File: config.mk
export PLATFORM = sky130hd
export DESIGN_NAME = truth_table_scanner
export DESIGN_NICKNAME = d
export VERILOG_FILES = /design/src/rtl/truth_table_pkg.sv /design/src/rtl/truth_table_scanner_settle_timer.sv /design/src/rtl/truth_table_scanner.sv
export SDC_FILE = /design/constraint.sdc
export NUM_CORES = 1
export LEC_CHECK = 0
export CAP_MARGIN = 20
export CORE_MARGIN = 1.5
export CORE_UTILIZATION = 45
export CTS_BUF_LIST = sky130_fd_sc_hd__clkbuf_4 sky130_fd_sc_hd__clkbuf_8
export CTS_CLUSTER_SIZE = 16
export DETAILED_ROUTE_END_ITERATION = 12
export PLACE_DENSITY = 0.68
export SLEW_MARGIN = 20
export SYNTH_ARGS = -nofsm -noshare
export SYNTH_HDL_FRONTEND = slang
export SYNTH_HIERARCHICAL = 1
export SYNTH_SLANG_ARGS = --single-unit
File: constraint.sdc
create_clock -name clk -period 1.98 [get_ports clk]
set_input_delay 0.198 -clock clk [delete_from_list [all_inputs] [get_ports clk]]
set_output_delay 0.198 -clock clk [all_outputs]
set_load 0.03 [all_outputs]
File: src/rtl/truth_table_pkg.sv
// ---------------------------------------------------------------------------
// truth_table_pkg
// Shared definitions for the truth-table scanner: scan FSM state encoding,
// vector width / vector count, and the default per-vector settle time.
// ---------------------------------------------------------------------------
package truth_table_pkg;

  localparam int VEC_W                 = 4;
  localparam int NUM_VEC               = 16;
  localparam int DEFAULT_SETTLE_CYCLES = 2;

  typedef enum logic [1:0] {
    IDLE    = 2'd0,
    SETTLE  = 2'd1,
    CAPTURE = 2'd2,
    DONE    = 2'd3
  } state_t;

endpackage

File: src/rtl/truth_table_scanner_settle_timer.sv
// ---------------------------------------------------------------------------
// settle_timer
// 4-bit down-counter that measures how long a vector has been held.
// Ports:
//   clk        - clock, rising edge
//   rst        - asynchronous active-high reset (counter cleared to 0)
//   load       - reload the counter with load_value this cycle
//   load_value - reload value (settle cycles minus one)
//   expired    - counter has reached zero
// ---------------------------------------------------------------------------
module settle_timer (
  input  logic       clk,
  input  logic       rst,
  input  logic       load,
  input  logic [3:0] load_value,
  output logic       expired
);

  logic [3:0] count_q;
  logic [3:0] count_d;

  // Load wins over counting; the counter parks at zero rather than wrapping
  // so that "expired" stays asserted until the next reload.
  always_comb begin
    count_d = count_q;
    if (load) begin
      count_d = load_value;
    end else if (count_q != 4'd0) begin
      count_d = count_q - 4'd1;
    end
  end

  always_ff @(posedge clk or posedge rst) begin
    if (rst) begin
      count_q <= 4'd0;
    end else begin
      count_q <= count_d;
    end
  end

  assign expired = (count_q == 4'd0);

endmodule

File: src/rtl/truth_table_scanner.sv
// ---------------------------------------------------------------------------
// truth_table_scanner
// Drives the four inputs of an external combinational block through all 16
// combinations, waits SETTLE_CYCLES per vector, samples the block's output
// into a truth-table register and reports table, ones count and a compare
// against EXPECTED.
// Parameters:
//   SETTLE_CYCLES - cycles each vector is held before sampling (1..15)
//   EXPECTED      - golden truth table, bit n = expected e for vector n
// Ports:
//   clk, rst      - clock / asynchronous active-high reset
//   start         - scan request, only honoured in IDLE
//   e             - output of the block under scan
//   a, b, c, d    - registered stimulus vector, a is the MSB
//   busy          - scan in progress (start accepted until done)
//   done          - one-cycle completion pulse
//   truth_table   - captured table, bit n = e for {a,b,c,d} = n
//   ones_count    - number of vectors with e = 1 (0..16)
//   pass          - truth_table == EXPECTED, valid from done until next scan
// ---------------------------------------------------------------------------
module truth_table_scanner
  import truth_table_pkg::*;
#(
  parameter int          SETTLE_CYCLES = DEFAULT_SETTLE_CYCLES,
  parameter logic [15:0] EXPECTED      = 16'h0000
) (
  input  logic        clk,
  input  logic        rst,
  input  logic        start,
  input  logic        e,
  output logic        a,
  output logic        b,
  output logic        c,
  output logic        d,
  output logic        busy,
  output logic        done,
  output logic [15:0] truth_table,
  output logic [4:0]  ones_count,
  output logic        pass
);

  localparam logic [3:0]       RELOAD   = 4'(SETTLE_CYCLES - 1);
  localparam logic [VEC_W-1:0] LAST_IDX = VEC_W'(NUM_VEC - 1);

  state_t             state_q, state_d;
  logic [VEC_W-1:0]   idx_q, idx_d;
  logic [VEC_W-1:0]   vec_q, vec_d;
  logic [NUM_VEC-1:0] table_q, table_d;
  logic [4:0]         ones_q, ones_d;
  logic               pass_q, pass_d;
  logic               timer_load;
  logic               timer_expired;

  settle_timer u_settle_timer (
    .clk        (clk),
    .rst        (rst),
    .load       (timer_load),
    .load_value (RELOAD),
    .expired    (timer_expired)
  );

  // Scan sequencing. The settle timer is reloaded whenever a new vector is
  // launched (start acceptance and every non-final capture), so each vector
  // is held SETTLE_CYCLES cycles in SETTLE plus one cycle in CAPTURE.
  // pass is computed from table_d on the way into DONE so that it already
  // includes the vector-15 capture and is valid alongside the done pulse.
  always_comb begin
    state_d    = state_q;
    idx_d      = idx_q;
    table_d    = table_q;
    ones_d     = ones_q;
    pass_d     = pass_q;
    timer_load = 1'b0;

    case (state_q)
      IDLE: begin
        if (start) begin
          table_d    = '0;
          ones_d     = '0;
          pass_d     = 1'b0;
          idx_d      = '0;
          timer_load = 1'b1;
          state_d    = SETTLE;
        end
      end
      SETTLE: begin
        if (timer_expired) begin
          state_d = CAPTURE;
        end
      end
      CAPTURE: begin
        table_d[idx_q] = e;
        ones_d         = ones_q + {4'b0000, e};
        if (idx_q == LAST_IDX) begin
          pass_d  = (table_d == EXPECTED);
          state_d = DONE;
        end else begin
          idx_d      = idx_q + 1'b1;
          timer_load = 1'b1;
          state_d    = SETTLE;
        end
      end
      DONE: begin
        idx_d   = '0;
        state_d = IDLE;
      end
      default: begin
        state_d = IDLE;
      end
    endcase
  end

  // The stimulus register follows the next state so the new vector appears
  // on the same edge the FSM launches it; outside a sweep it rests at zero.
  always_comb begin
    vec_d = '0;
    if (state_d == SETTLE || state_d == CAPTURE) begin
      vec_d = idx_d;
    end
  end

  always_ff @(posedge clk or posedge rst) begin
    if (rst) begin
      state_q <= IDLE;
      idx_q   <= '0;
      vec_q   <= '0;
      table_q <= '0;
      ones_q  <= '0;
      pass_q  <= 1'b0;
    end else begin
      state_q <= state_d;
      idx_q   <= idx_d;
      vec_q   <= vec_d;
      table_q <= table_d;
      ones_q  <= ones_d;
      pass_q  <= pass_d;
    end
  end

  assign {a, b, c, d}  = vec_q;
  assign busy          = (state_q != IDLE);
  assign done          = (state_q == DONE);
  assign truth_table   = table_q;
  assign ones_count    = ones_q;
  assign pass          = pass_q;

endmodule

Figure 1. Clock distribution.
The bar under the picture is 20 µm long.
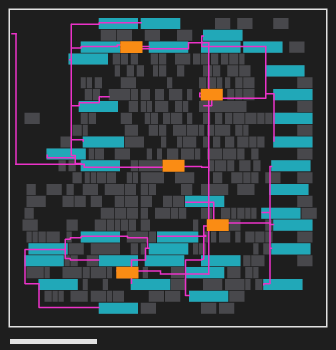
[flip-flops] cyan | count: 36
[clock drivers] orange | count: 5
[clock wires] magenta | length: 502 µm
routed clock nets: 6
flops lie: all over the die

Figure 2. Register map, names as in the netlist.
The bar under the picture is 20 µm long.
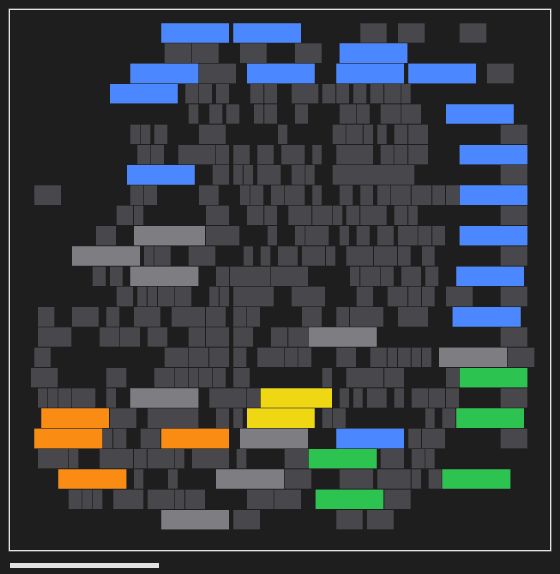
[`ones_count`] green | placed flops: 5 | where: bottom right
[`u_settle_timer/count_q`] orange | placed flops: 4 | where: bottom left
[`truth_table`] blue | placed flops: 16
[`state_q`] yellow | placed flops: 2

Figure 3. Cell placement.
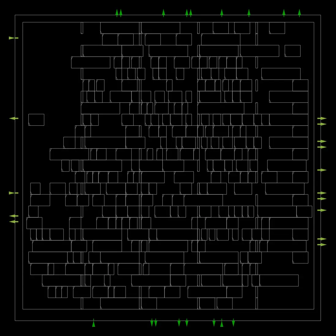
Finished Layout Cells: 341
Core Box Area: 0.004692 mm²
sequential share of cell area: 33.43%

Figure 4. Signal metal coverage by tile.
14 x 14 tiles, from dark blue (low) to red (high), scaled to the fullest tile. Values are wire area over tile area, all layers added.
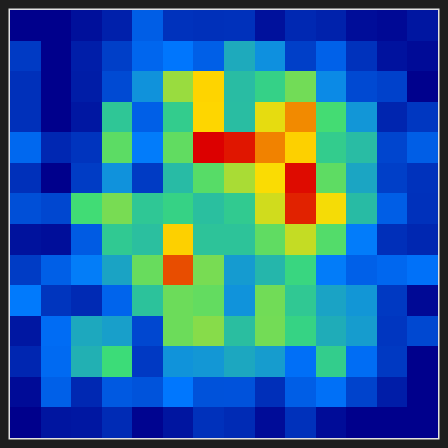
mean over tiles: 0.16
emptiest ninth of the die: top left
fullest tile: 0.58
nearly empty tiles: 8.2%
densest ninth of the die: middle

==> metal layers <==
metal,global-route usage (%),wire length (µm)
met5,0,0
met4,10.90,146
met3,5.972,323
met2,31.89,2378
met1,28.77,2441
==> power by group through the flow <==
stage	sequential [µW]	combinational (µW)	clock, µW
floorplan	977	633	0
global placement	965	909	0
finish	960	931	707
global route	980	1030	749
CTS	953	932	721
detailed placement	967	926	0
==> per-stage QoR <==
stage / hold slack (ns) / cell area, µm² / utilization [%]
after floorplan: -0.03592 / 2177 / -
after global placement: 0.4204 / 2566 / 54.69
after detailed placement: 0.4214 / 2566 / 54.69
after CTS: 0.1085 / 2693 / 57.39
after global routing: 0.1364 / 2703 / 57.60
final: 0.1026 / 2703 / 57.60
==> state kept, by name, summed over array words and instances (netlist names) <==
signal                  flops
pass                        1
state_q                     2
truth_table                16
u_settle_timer/count_q      4
idx_q                       4
ones_count                  5
vec_q                       4
==> cells in the mapped netlist, drive strengths merged (2+ instances only) <==
cell type / number
a22o: 2
nor2b: 6
a21oi: 17
or2: 2
o31ai: 5
mux2i: 6
nand4: 2
a22oi: 2
buf: 10
conb: 2
inv: 12
o21ai: 43
mux2: 3
nand2: 23
nor3b: 2
dfrtp: 36
and2: 3
and3: 3
o22ai: 2
o221ai: 2
a31o: 2
nand3: 6
clkbuf: 9
ha: 7
nor2: 15
xnor2: 2
and2b: 2
nor3: 5
nand2b: 4
==> worst paths after layout <==
check,start,end,cells after the start
worst min register to register,ones_count[4],ones_count[4],1
min in group clk,ones_count[4],ones_count[4],1
worst max-delay path,idx_q[0],pass,7
worst min-delay path,rst,u_settle_timer/count_q[2],2
worst max register to register,idx_q[0],pass,7
max in group asynchronous,rst,idx_q[1],3
==> timing repair <==
item / CTS / global route
gates resized: 0 / 6
endpoints found under the setup margin: 0 / 3
hold buffers: 0 / 0
==> Slide: Implementation Results <==
Key Metrics from the Run

Critical path
  – Worst setup path class: reg2reg
  – Top cell by count, worst path: nor2_1
  – Crit. End Element: flop
  – Max stage delay on crit path: roughly 0.43 ns
  – CP delay by family, top: AND-OR/OR-AND gates
  – Critical path buffer and inverter count: 1
  – WP data required: 2.19 ns
  – Worst path slowest cell: dfrtp_1

Final timing
  – Setup TNS: 0 ns
  – Fmax achieved: about 540 MHz
  – Final Cycle Share: roughly 93%
  – Final Max Tran Viols: 0
  – RSZ-0062 raised after global routing: false
  – Final Critical Period: 1.849 ns
  – Final Hold Fails: 0
  – Finish-stage setup viols: 0

Cells and area
  – Commonest Layout Cell: o21ai_0
  – # clk buffers: 7
  – Comb_multi_in: 185
  – Top cell category: logic gates
  – FF/Latch Area: 903.4 µm²
  – Comb/total area: 41.99%
  – Synth-to-Final Area Change: 24.57%
  – Top cells excl fill/tap: o21ai_0 (43), dfrtp_1 (34), clkdlybuf4s50_1 (30)
  – Ant. Diodes: 0
  – Non-CTS buffers: 46
  – Fillers: 452
  – NonClk Buf Share: 15.74%
  – Layout cells sized above 1: 13.24%

Power
  – Sequential Power Share: 36.9%
  – Worst VDD drop: 692.5 µV
  – Leak: approximately 0.0012 µW
  – NetSw: 907.2 µW
  – Power, Total: ~2600 µW
  – Comb power frac: 35.8%
  – Cell-internal power: 1691 µW
  – Sw Share: a little over a third
  – Clock share of power: 27.2%
  – PwrDens: 961.3 mW/mm²

Placed design
  – Placed Cells incl. Taps: around 330
  – HPWL after DPL: approximately 3800 µm
  – PortBufs: 31
  – Final GP Congestion: around 0.95

Global routing
  – Largest net degree at the start of global routing: 33
  – Grt ovf: 0
  – Vias in the first global route: 1,760
  – First-pass GRT wire length: 8576 µm
  – Gr usage total: 21.51%

Routing
  – Wirelength per Cell: approximately 16 µm
  – Total number of vias: 1,911
  – Post-DRT Antenna Nets: 0
  – DRT Pass-1 Iters: 4
  – WL final: around 5300 µm
  – DRC errors left: 0

Yosys
  – Mux area share: 4.325%
  – Syn Area/Cell: 8.678 µm²
  – Adder Share, Synth: 4.037%
  – Synth warn: 6
  – Syn Inst Count: 250
  – Xor/xnor share: under 10%
  – Largest logic family: AND-OR/OR-AND gates
  – Simple share: approximately 18%
  – Yosys aoi share: 23.99%
  – Seq share, synth: 41.52%
  – Max-area cell share: 41.52%
  – Post-synth ARST share: 100.0%
  – Number of synthesized flops with an enable pin: 0
  – Yosys reg bits: 36
  – Yosys top cell by area: dfrtp_1
  – Mapped Area: 0.002170 mm²
  – Post-synthesis cell count from yosys: 250
  – Top cells by area: dfrtp_1 (42%), o21ai_0 (9.9%), ha_1 (4.0%)
  – Yosys Chip Area: ~0.0022 mm²

Clock network
  – Clock transition at the registers of the reported paths: around 0.070 ns
  – Root buf cell: clkbuf_8
  – TritonCTS Sinks: 36
  – CTS max path bufs: 2

Floorplanning
  – # IOs: 32
  – Die area: 0.005247 mm²
  – Row count: 25
  – Floorplan core density: 46.24%
  – N_taps: 54
  – Die width: 72.44 µm

Job
  – Max cap viols: 0
  – OpenROAD warning count: 29

Worst hold path
  – Worst hold-check path type: in2async

Status
  – Status: finished, final reports clean
Power figures rest on the tool's default switching activity, not on a simulated workload.
